==> src/rtl/usb_port_arbiter_if.sv <==
// Bundle of requester-side and FIFO-side signals around the USB port arbiter.
// The arbiter uses the slave view; whatever drives the ports and the FIFO flag uses master.
interface usb_port_arbiter_if #(
  parameter int unsigned NUM_PORTS   = 4,
  parameter int unsigned DATA_WIDTH  = 8,
  parameter int unsigned MAX_PKT_LEN = 64
);
  localparam int unsigned LenW = $clog2(MAX_PKT_LEN) + 1;

  logic [NUM_PORTS-1:0]            req;
  logic [NUM_PORTS*DATA_WIDTH-1:0] port_data;
  logic [NUM_PORTS-1:0]            port_valid;
  logic [NUM_PORTS-1:0]            port_last;
  logic [NUM_PORTS-1:0]            port_ready;
  logic [DATA_WIDTH-1:0]           fifo_w_data;
  logic                            fifo_wr_en;
  logic                            fifo_full;
  logic [NUM_PORTS-1:0]            grant;
  logic                            busy;
  logic                            pkt_done;
  logic [LenW-1:0]                 pkt_len;
  logic                            err_overlen;

  modport master (
    output req, port_data, port_valid, port_last, fifo_full,
    input  port_ready, fifo_w_data, fifo_wr_en, grant, busy, pkt_done, pkt_len, err_overlen
  );

  modport slave (
    input  req, port_data, port_valid, port_last, fifo_full,
    output port_ready, fifo_w_data, fifo_wr_en, grant, busy, pkt_done, pkt_len, err_overlen
  );
endinterface

==> src/rtl/usb_port_arbiter.sv <==
// Round-robin arbiter that lets one downstream port at a time stream a packet into a shared
// FIFO write port. Packets longer than MAX_PKT_LEN are truncated; the excess is drained.
module usb_port_arbiter #(
  parameter int unsigned NUM_PORTS   = 4,
  parameter int unsigned DATA_WIDTH  = 8,
  parameter int unsigned MAX_PKT_LEN = 64
) (
  input logic               clk,
  input logic               rst,
  usb_port_arbiter_if.slave arb_if
);
  localparam int unsigned LenW = $clog2(MAX_PKT_LEN) + 1;
  localparam int unsigned PtrW = (NUM_PORTS > 1) ? $clog2(NUM_PORTS) : 1;
  localparam logic [LenW-1:0] MaxLen = LenW'(MAX_PKT_LEN);

  typedef enum logic [1:0] {StIdle, StXfer, StDrain} state_e;

  state_e                state_q, state_d;
  logic [NUM_PORTS-1:0]  grant_q, grant_d;
  logic [PtrW-1:0]       owner_q, owner_d;  // current owner, doubles as last winner
  logic [LenW-1:0]       cnt_q, cnt_d;
  logic [LenW-1:0]       pkt_len_q, pkt_len_d;
  logic                  pkt_done_q, pkt_done_d;
  logic                  err_q, err_d;

  logic [PtrW-1:0]       win;
  logic                  win_found;
  int unsigned           idx;
  logic [DATA_WIDTH-1:0] owner_data;
  logic                  owner_valid;
  logic                  owner_last;
  logic [NUM_PORTS-1:0]  ready;
  logic                  wr_en;

  assign owner_data  = arb_if.port_data[owner_q*DATA_WIDTH +: DATA_WIDTH];
  assign owner_valid = arb_if.port_valid[owner_q];
  assign owner_last  = arb_if.port_last[owner_q];

  // Round-robin search beginning one past the previous winner, wrapping around.
  always_comb begin
    win       = owner_q;
    win_found = 1'b0;
    idx       = 0;
    for (int unsigned i = 1; i <= NUM_PORTS; i++) begin
      idx = (int'(owner_q) + i) % NUM_PORTS;
      if (!win_found && arb_if.req[idx]) begin
        win_found = 1'b1;
        win       = PtrW'(idx);
      end
    end
  end

  // Next-state and datapath steering for the IDLE/XFER/DRAIN sequence.
  always_comb begin
    state_d    = state_q;
    grant_d    = grant_q;
    owner_d    = owner_q;
    cnt_d      = cnt_q;
    pkt_len_d  = pkt_len_q;
    pkt_done_d = 1'b0;
    err_d      = 1'b0;
    ready      = '0;
    wr_en      = 1'b0;
    unique case (state_q)
      StIdle: begin
        grant_d = '0;
        if (win_found) begin
          grant_d = NUM_PORTS'(1) << win;
          owner_d = win;
          cnt_d   = '0;
          state_d = StXfer;
        end
      end
      StXfer: begin
        ready[owner_q] = ~arb_if.fifo_full;
        wr_en          = owner_valid & ~arb_if.fifo_full;
        if (wr_en) begin
          cnt_d = cnt_q + 1'b1;
          if (owner_last) begin
            state_d    = StIdle;
            grant_d    = '0;
            pkt_done_d = 1'b1;
            pkt_len_d  = cnt_q + 1'b1;
          end else if (cnt_q + 1'b1 == MaxLen) begin
            state_d = StDrain;
            err_d   = 1'b1;
          end
        end
      end
      StDrain: begin
        // Excess bytes are swallowed without touching the FIFO.
        ready[owner_q] = 1'b1;
        if (owner_valid && owner_last) begin
          state_d    = StIdle;
          grant_d    = '0;
          pkt_done_d = 1'b1;
          pkt_len_d  = MaxLen;
        end
      end
      default: state_d = StIdle;
    endcase
  end

  // State and output registers; reset makes port NUM_PORTS-1 the last winner.
  always_ff @(posedge clk or posedge rst) begin
    if (rst) begin
      state_q    <= StIdle;
      grant_q    <= '0;
      owner_q    <= PtrW'(NUM_PORTS - 1);
      cnt_q      <= '0;
      pkt_len_q  <= '0;
      pkt_done_q <= 1'b0;
      err_q      <= 1'b0;
    end else begin
      state_q    <= state_d;
      grant_q    <= grant_d;
      owner_q    <= owner_d;
      cnt_q      <= cnt_d;
      pkt_len_q  <= pkt_len_d;
      pkt_done_q <= pkt_done_d;
      err_q      <= err_d;
    end
  end

  assign arb_if.port_ready  = ready;
  assign arb_if.fifo_wr_en  = wr_en;
  assign arb_if.fifo_w_data = (state_q == StXfer) ? owner_data : '0;
  assign arb_if.grant       = grant_q;
  assign arb_if.busy        = (state_q != StIdle);
  assign arb_if.pkt_done    = pkt_done_q;
  assign arb_if.pkt_len     = pkt_len_q;
  assign arb_if.err_overlen = err_q;
endmodule

==> src/flat_wrapper.sv <==
// flat-port wrapper written by rule: the top's interface ports become plain ports
module usb_port_arbiter_flat 
#(
  parameter int unsigned NUM_PORTS   = 4,
  parameter int unsigned DATA_WIDTH  = 8,
  parameter int unsigned MAX_PKT_LEN = 64
)
  (clk, rst, arb_if_req, arb_if_port_data, arb_if_port_valid, arb_if_port_last, arb_if_fifo_full, arb_if_port_ready, arb_if_fifo_w_data, arb_if_fifo_wr_en, arb_if_grant, arb_if_busy, arb_if_pkt_done, arb_if_pkt_len, arb_if_err_overlen);
  usb_port_arbiter_if #(.NUM_PORTS(NUM_PORTS), .DATA_WIDTH(DATA_WIDTH), .MAX_PKT_LEN(MAX_PKT_LEN)) arb_if_i ();
  input logic clk;
  input logic rst;
  input wire logic [$bits(arb_if_i.req)-1:0] arb_if_req;
  input wire logic [$bits(arb_if_i.port_data)-1:0] arb_if_port_data;
  input wire logic [$bits(arb_if_i.port_valid)-1:0] arb_if_port_valid;
  input wire logic [$bits(arb_if_i.port_last)-1:0] arb_if_port_last;
  input wire logic [$bits(arb_if_i.fifo_full)-1:0] arb_if_fifo_full;
  output wire logic [$bits(arb_if_i.port_ready)-1:0] arb_if_port_ready;
  output wire logic [$bits(arb_if_i.fifo_w_data)-1:0] arb_if_fifo_w_data;
  output wire logic [$bits(arb_if_i.fifo_wr_en)-1:0] arb_if_fifo_wr_en;
  output wire logic [$bits(arb_if_i.grant)-1:0] arb_if_grant;
  output wire logic [$bits(arb_if_i.busy)-1:0] arb_if_busy;
  output wire logic [$bits(arb_if_i.pkt_done)-1:0] arb_if_pkt_done;
  output wire logic [$bits(arb_if_i.pkt_len)-1:0] arb_if_pkt_len;
  output wire logic [$bits(arb_if_i.err_overlen)-1:0] arb_if_err_overlen;
  assign arb_if_i.req = arb_if_req;
  assign arb_if_i.port_data = arb_if_port_data;
  assign arb_if_i.port_valid = arb_if_port_valid;
  assign arb_if_i.port_last = arb_if_port_last;
  assign arb_if_i.fifo_full = arb_if_fifo_full;
  assign arb_if_port_ready = arb_if_i.port_ready;
  assign arb_if_fifo_w_data = arb_if_i.fifo_w_data;
  assign arb_if_fifo_wr_en = arb_if_i.fifo_wr_en;
  assign arb_if_grant = arb_if_i.grant;
  assign arb_if_busy = arb_if_i.busy;
  assign arb_if_pkt_done = arb_if_i.pkt_done;
  assign arb_if_pkt_len = arb_if_i.pkt_len;
  assign arb_if_err_overlen = arb_if_i.err_overlen;
  usb_port_arbiter #(.NUM_PORTS(NUM_PORTS), .DATA_WIDTH(DATA_WIDTH), .MAX_PKT_LEN(MAX_PKT_LEN)) u_core (.clk(clk), .rst(rst), .arb_if(arb_if_i));
endmodule
==> config.mk <==
export PLATFORM = sky130hd
export DESIGN_NAME = usb_port_arbiter_flat
export DESIGN_NICKNAME = d
export VERILOG_FILES = /design/src/rtl/usb_port_arbiter_if.sv /design/src/rtl/usb_port_arbiter.sv /design/src/flat_wrapper.sv
export SDC_FILE = /design/constraint.sdc
export NUM_CORES = 1
export LEC_CHECK = 0
export ABC_CLOCK_PERIOD_IN_PS = 2550
export CAP_MARGIN = 25
export CORE_UTILIZATION = 40
export DETAILED_ROUTE_END_ITERATION = 10
export PLACE_DENSITY = 0.82
export SKIP_LAST_GASP = 1
export SYNTH_ARGS = -nofsm -noshare
export SYNTH_HDL_FRONTEND = slang
export SYNTH_SLANG_ARGS = --single-unit
==> constraint.sdc <==
create_clock -name clk -period 2.55 [get_ports clk]
set_input_delay 0.255 -clock clk [delete_from_list [all_inputs] [get_ports clk]]
set_output_delay 0.255 -clock clk [all_outputs]
set_load 0.05 [all_outputs]
**Run 1: the metal 1 layer**

(6 px per um) Supply wires on this layer in gray.
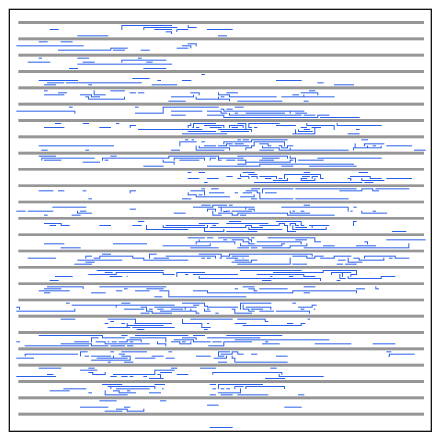
longest straight run: 20.2 um
nets with wire on the layer: 271
main direction: horizontal
GR met1 Demand/Resource: 0.246
total number of vias: 1730
total wire length after detailed routing: 4.54 mm

**Run 1: met2 routing**

(4 px per um) Cells faint in the background.
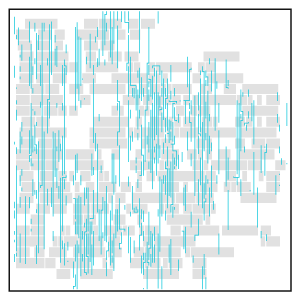
main direction: vertical
longest straight run: 40.6 um
fraction of met2 tracks used by global routing: 0.346

**Run 1: signal wires on met3**

(6 px per um)
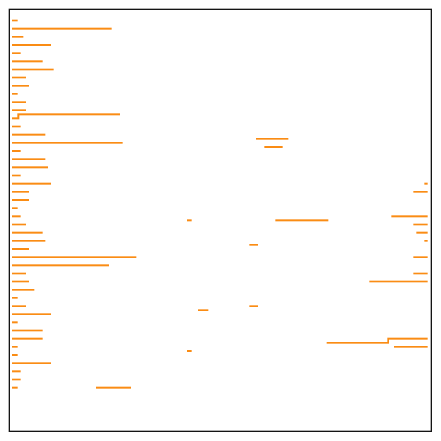
longest straight run: 20.5 um
wire length on this layer: 279 um
share of all routed wire: 6.2%
Global Route met3 Usage: 0.0390

**Run 1: pin map**

(6 px per um) Pins as bars across the die edge, other pins in gray.
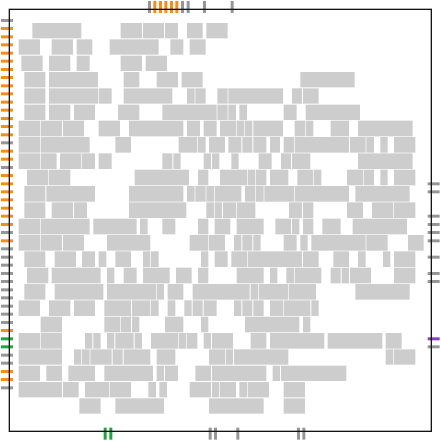
legend:
  green:
    port: arb_if_req
    pins: 4
    direction: input
    edge: 2 bottom, 2 left
  orange:
    port: arb_if_port_data
    pins: 32
    direction: input
    edge: 27 left, 5 top
  purple:
    port: clk
    pins: 1
    direction: input
    edge: right
all pins by edge: 46 left, 11 right, 10 top, 7 bottom
input/output buffers: 73
Die Ht: 70.1 um

==> ds_physical_params.txt, run 1 <==
Physical design parameters

Parameter                              Value

Critical path
  Most prevalent standard cell on the critical path    inv_1
  Data arrival, critical path    2490 ps
  Critical path origin    u_core.owner_q[0]
  Worst R2R Setup Slack    230 ps
  Startpoint Class    flip-flop
  Critical path cell sequence    inv_1 > ha_1 > mux4_2 > o31ai_2 > inv_1 > o31ai_1
  Capturing element type of the critical path    flip-flop
  Path depth of the worst reg2reg path    6
  Top fanout value on the critical path    7
  Endpoint required time on the critical path    2720 ps
  Slowest cell on the critical path    dfstp_2
  Largest delay contributor family on the critical path    flip-flops
  Worst reg2reg path endpoint    u_core.arb_if.grant[0]
  Number of buffers and inverters on the critical path    2
  Crit Reg-Reg Startpoint    u_core.owner_q[0]
  End point of the critical path    u_core.arb_if.grant[0]

Logic synthesis
  Share of the yosys chip area belonging to registers    0.325
  Yosys warns    0
  Count of mapped cells out of synthesis    200
  Number of nets at floorplan    257
  AO/OA Area Share    0.164
  Adders+Majority by Area    0.0675
  Flops out of synthesis    24
  Netlist area before placement    1850 um^2
  Dominant combinational family    simple AND/OR/NAND/NOR gates
  Area fraction in xor and xnor cells    0.0236
  Largest area contributor in the netlist    dfrtp_1
  Top post-synthesis cells by count    nand2_1 (31), dfrtp_1 (22), nor2_1 (16)

Pwr
  Reg power frac    0.192
  Switch Pwr    1.56 mW
  Gate power share    0.704
  Clock net power    329 uW
  Leakage    1.15 nW
  Sequential logic power    606 uW
  Final Total Pwr    3.16 mW
  Worst IR drop on VDD    672 uV
  Pwr top    combinational cells
  Sw frac    0.495
  P_comb    2.22 mW

Clocking
  Late-Pin Clk Latency    270 ps
  CTS buffer count    3
  Hold_buf cts    0
  CTS tree    built
  Clock H-tree levels    1
  CTS root buffer    clkbuf_8
  CTS Buffer Depth    2

Detailed routing
  Wire length on met1    2.00 mm
  Tally of nets with antenna violations remaining after routing    0
  DRC errors left    0
  Met2 wire length    2.21 mm

Layout
  Layout cells sized above 1    0.165
  Sequential cell count    24
  Register Area    603 um^2
  Layout overhead on the synthesized area    47.0%
  Comb area share    0.417
  Clk tree area frac    0.0262
  Logic inverters    15
  ANT cells    0
  Clock buffer count    3
  Logic area    1140 um^2
  Most common library cell in the layout ignoring fill and taps    clkdlybuf4s50_1
  Total number of multi-input combinational cells    151
  Number of nets in the layout    331
  Core occupancy in the finished layout    0.617

Final timing
  Post-layout worst setup margin    228 ps
  Slew @ Worst Pin    503 ps
  Fin Hold WS    332 ps
  Final setup fails    0
  Setup Skew    4.57 ps
  Final min period    2320 ps

Placement
  Worst setup slack before clock tree synthesis    233 ps
  Total cell area at the placement stage    2650 um^2
  Placer's final routability congestion estimate    0.828
  HPWL Detailed    3.69 mm

Die
  Well-Tap Cells    52
  Num ports    74
  Die extent in x    70.1 um
  Placement row count    24
  Initial cell density of the core    0.420

Run status
  Status    complete, no violations

GRT
  Via count of the first global-routing pass    1812
  Maximum number of pins on one net before global-route repair    25
  GRT Overall Usage    0.199
  Aggregate global routing overflow    0
  Wire length of the first global-routing pass    7.92 mm

Run
  Max-capacitance violation count    0
  Number of warnings in the stage logs    33

Min path
  Worst Hold Class    input port to asynchronous set/reset pin
**Run 1: cell outlines without signal wires**

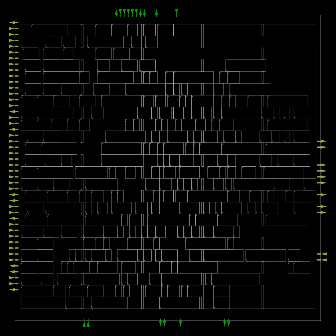

==> run 1 -> run 2 <==
--- a/config.mk
+++ b/config.mk
@@ -5,11 +5,12 @@
 export SDC_FILE = /design/constraint.sdc
 export NUM_CORES = 1
 export LEC_CHECK = 0
-export ABC_CLOCK_PERIOD_IN_PS = 2550
+export ABC_CLOCK_PERIOD_IN_PS = 2650
 export CAP_MARGIN = 25
-export CORE_UTILIZATION = 40
+export CORE_UTILIZATION = 44
+export CTS_CLUSTER_DIAMETER = 150
 export DETAILED_ROUTE_END_ITERATION = 10
-export PLACE_DENSITY = 0.82
+export PLACE_DENSITY = 0.85
 export SKIP_LAST_GASP = 1
 export SYNTH_ARGS = -nofsm -noshare
 export SYNTH_HDL_FRONTEND = slang
==> constraint.sdc (replaced) <==
create_clock -name clk -period 2.65 [get_ports clk]
set_input_delay 0.265 -clock clk [delete_from_list [all_inputs] [get_ports clk]]
set_output_delay 0.265 -clock clk [all_outputs]
set_load 0.05 [all_outputs]
**Run 2: cell outlines without signal wires**

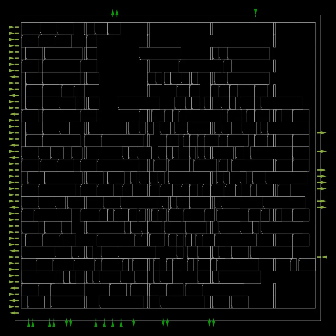
Seq area share: 0.225
placement row count: 23

**Run 2: the metal 1 layer**

(6 px per um) Supply wires on this layer in gray.
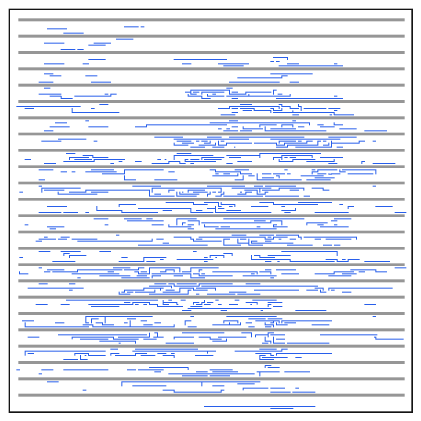
wire length on this layer: 2000 um
main direction: horizontal
share of all routed wire: 42%
nets with wire on the layer: 273
total number of vias: 1743
GR met1 Demand/Resource: 0.293
total wire length after detailed routing: 4.77 mm

==> run 2 against run 1 <==
  * First-iteration DRC count decreased by 25%
  * Largest power group unchanged
  * Critical path type unchanged
  * Via count grew 0.75%
  * Largest cell class unchanged
  * Critical path depth increased by 1
==> ds_physical_params.txt, run 2 <==
Physical design parameters

Parameter                              Value

Layout
  Layout overhead on the synthesized area    44.6%
  Core occupancy in the finished layout    0.666 (+0.0482)
  ANT cells    0 (unchanged)
  Logic inverters    15 (unchanged)
  Sequential cell count    24 (unchanged)
  Number of nets in the layout    329 (-0.60%)
  Clk tree area frac    0.0168 (-0.00937)
  Clock buffer count    4 (+1)

Critical path
  Largest delay contributor family on the critical path    multiplexers
  Worst R2R Setup Slack    280 ps (+50 ps)
  Capturing element type of the critical path    flip-flop
  Crit Reg-Reg Startpoint    u_core.owner_q[0]
  Top fanout value on the critical path    19 (+12)
  Critical path origin    u_core.owner_q[0]

Pwr
  Gate power share    0.728 (+0.024)
  Leakage    1.13 nW (-1.9%)
  Clock net power    221 uW (-33%)
  P_comb    2.13 mW (-4%)
  Switch Pwr    1.49 mW (-4.4%)
  Worst IR drop on VDD    663 uV (-1.5%)
  Pwr top    combinational cells

Logic synthesis
  Yosys warns    0 (unchanged)
  Dominant combinational family    simple AND/OR/NAND/NOR gates
  Adders+Majority by Area    0.0675 (unchanged)
  Flops out of synthesis    24 (unchanged)
  Number of nets at floorplan    257 (unchanged)
  Count of mapped cells out of synthesis    200 (unchanged)
  Share of the yosys chip area belonging to registers    0.325 (unchanged)
  Netlist area before placement    1850 um^2 (unchanged)

Final timing
  Post-layout worst setup margin    278 ps (+50.0 ps)
  Final setup fails    0 (unchanged)
  Setup Skew    8.06 ps (+3.49 ps)
  Final min period    2370 ps (+50.0 ps)

Die
  Well-Tap Cells    50 (-3.8%)
  Die extent in x    66.9 um (-4.5%)

Clocking
  CTS root buffer    clkbuf_8
  Clock H-tree levels    1 (unchanged)
  Late-Pin Clk Latency    270 ps (about the same)
  CTS buffer count    3 (unchanged)

Placement
  HPWL Detailed    3.83 mm (+3.7%)
  Placer's final routability congestion estimate    0.809 (-2.2%)
  Input/output buffers    73 (unchanged)
  Total cell area at the placement stage    2640 um^2 (-0.66%)

GRT
  Global Route met3 Usage    0.0445 (+0.00556)
  Maximum number of pins on one net before global-route repair    25 (unchanged)
  GRT Overall Usage    0.231 (+0.0315)
  Aggregate global routing overflow    0 (unchanged)

Detailed routing
  Met2 wire length    2.36 mm (+7.1%)
  Tally of nets with antenna violations remaining after routing    0 (unchanged)
  Wire length on met1    2.00 mm (unchanged)

Run status
  Status    complete, no violations

Min path
  Worst Hold Class    flip-flop to flip-flop
Power figures rest on the tool's default switching activity, not on a simulated workload.
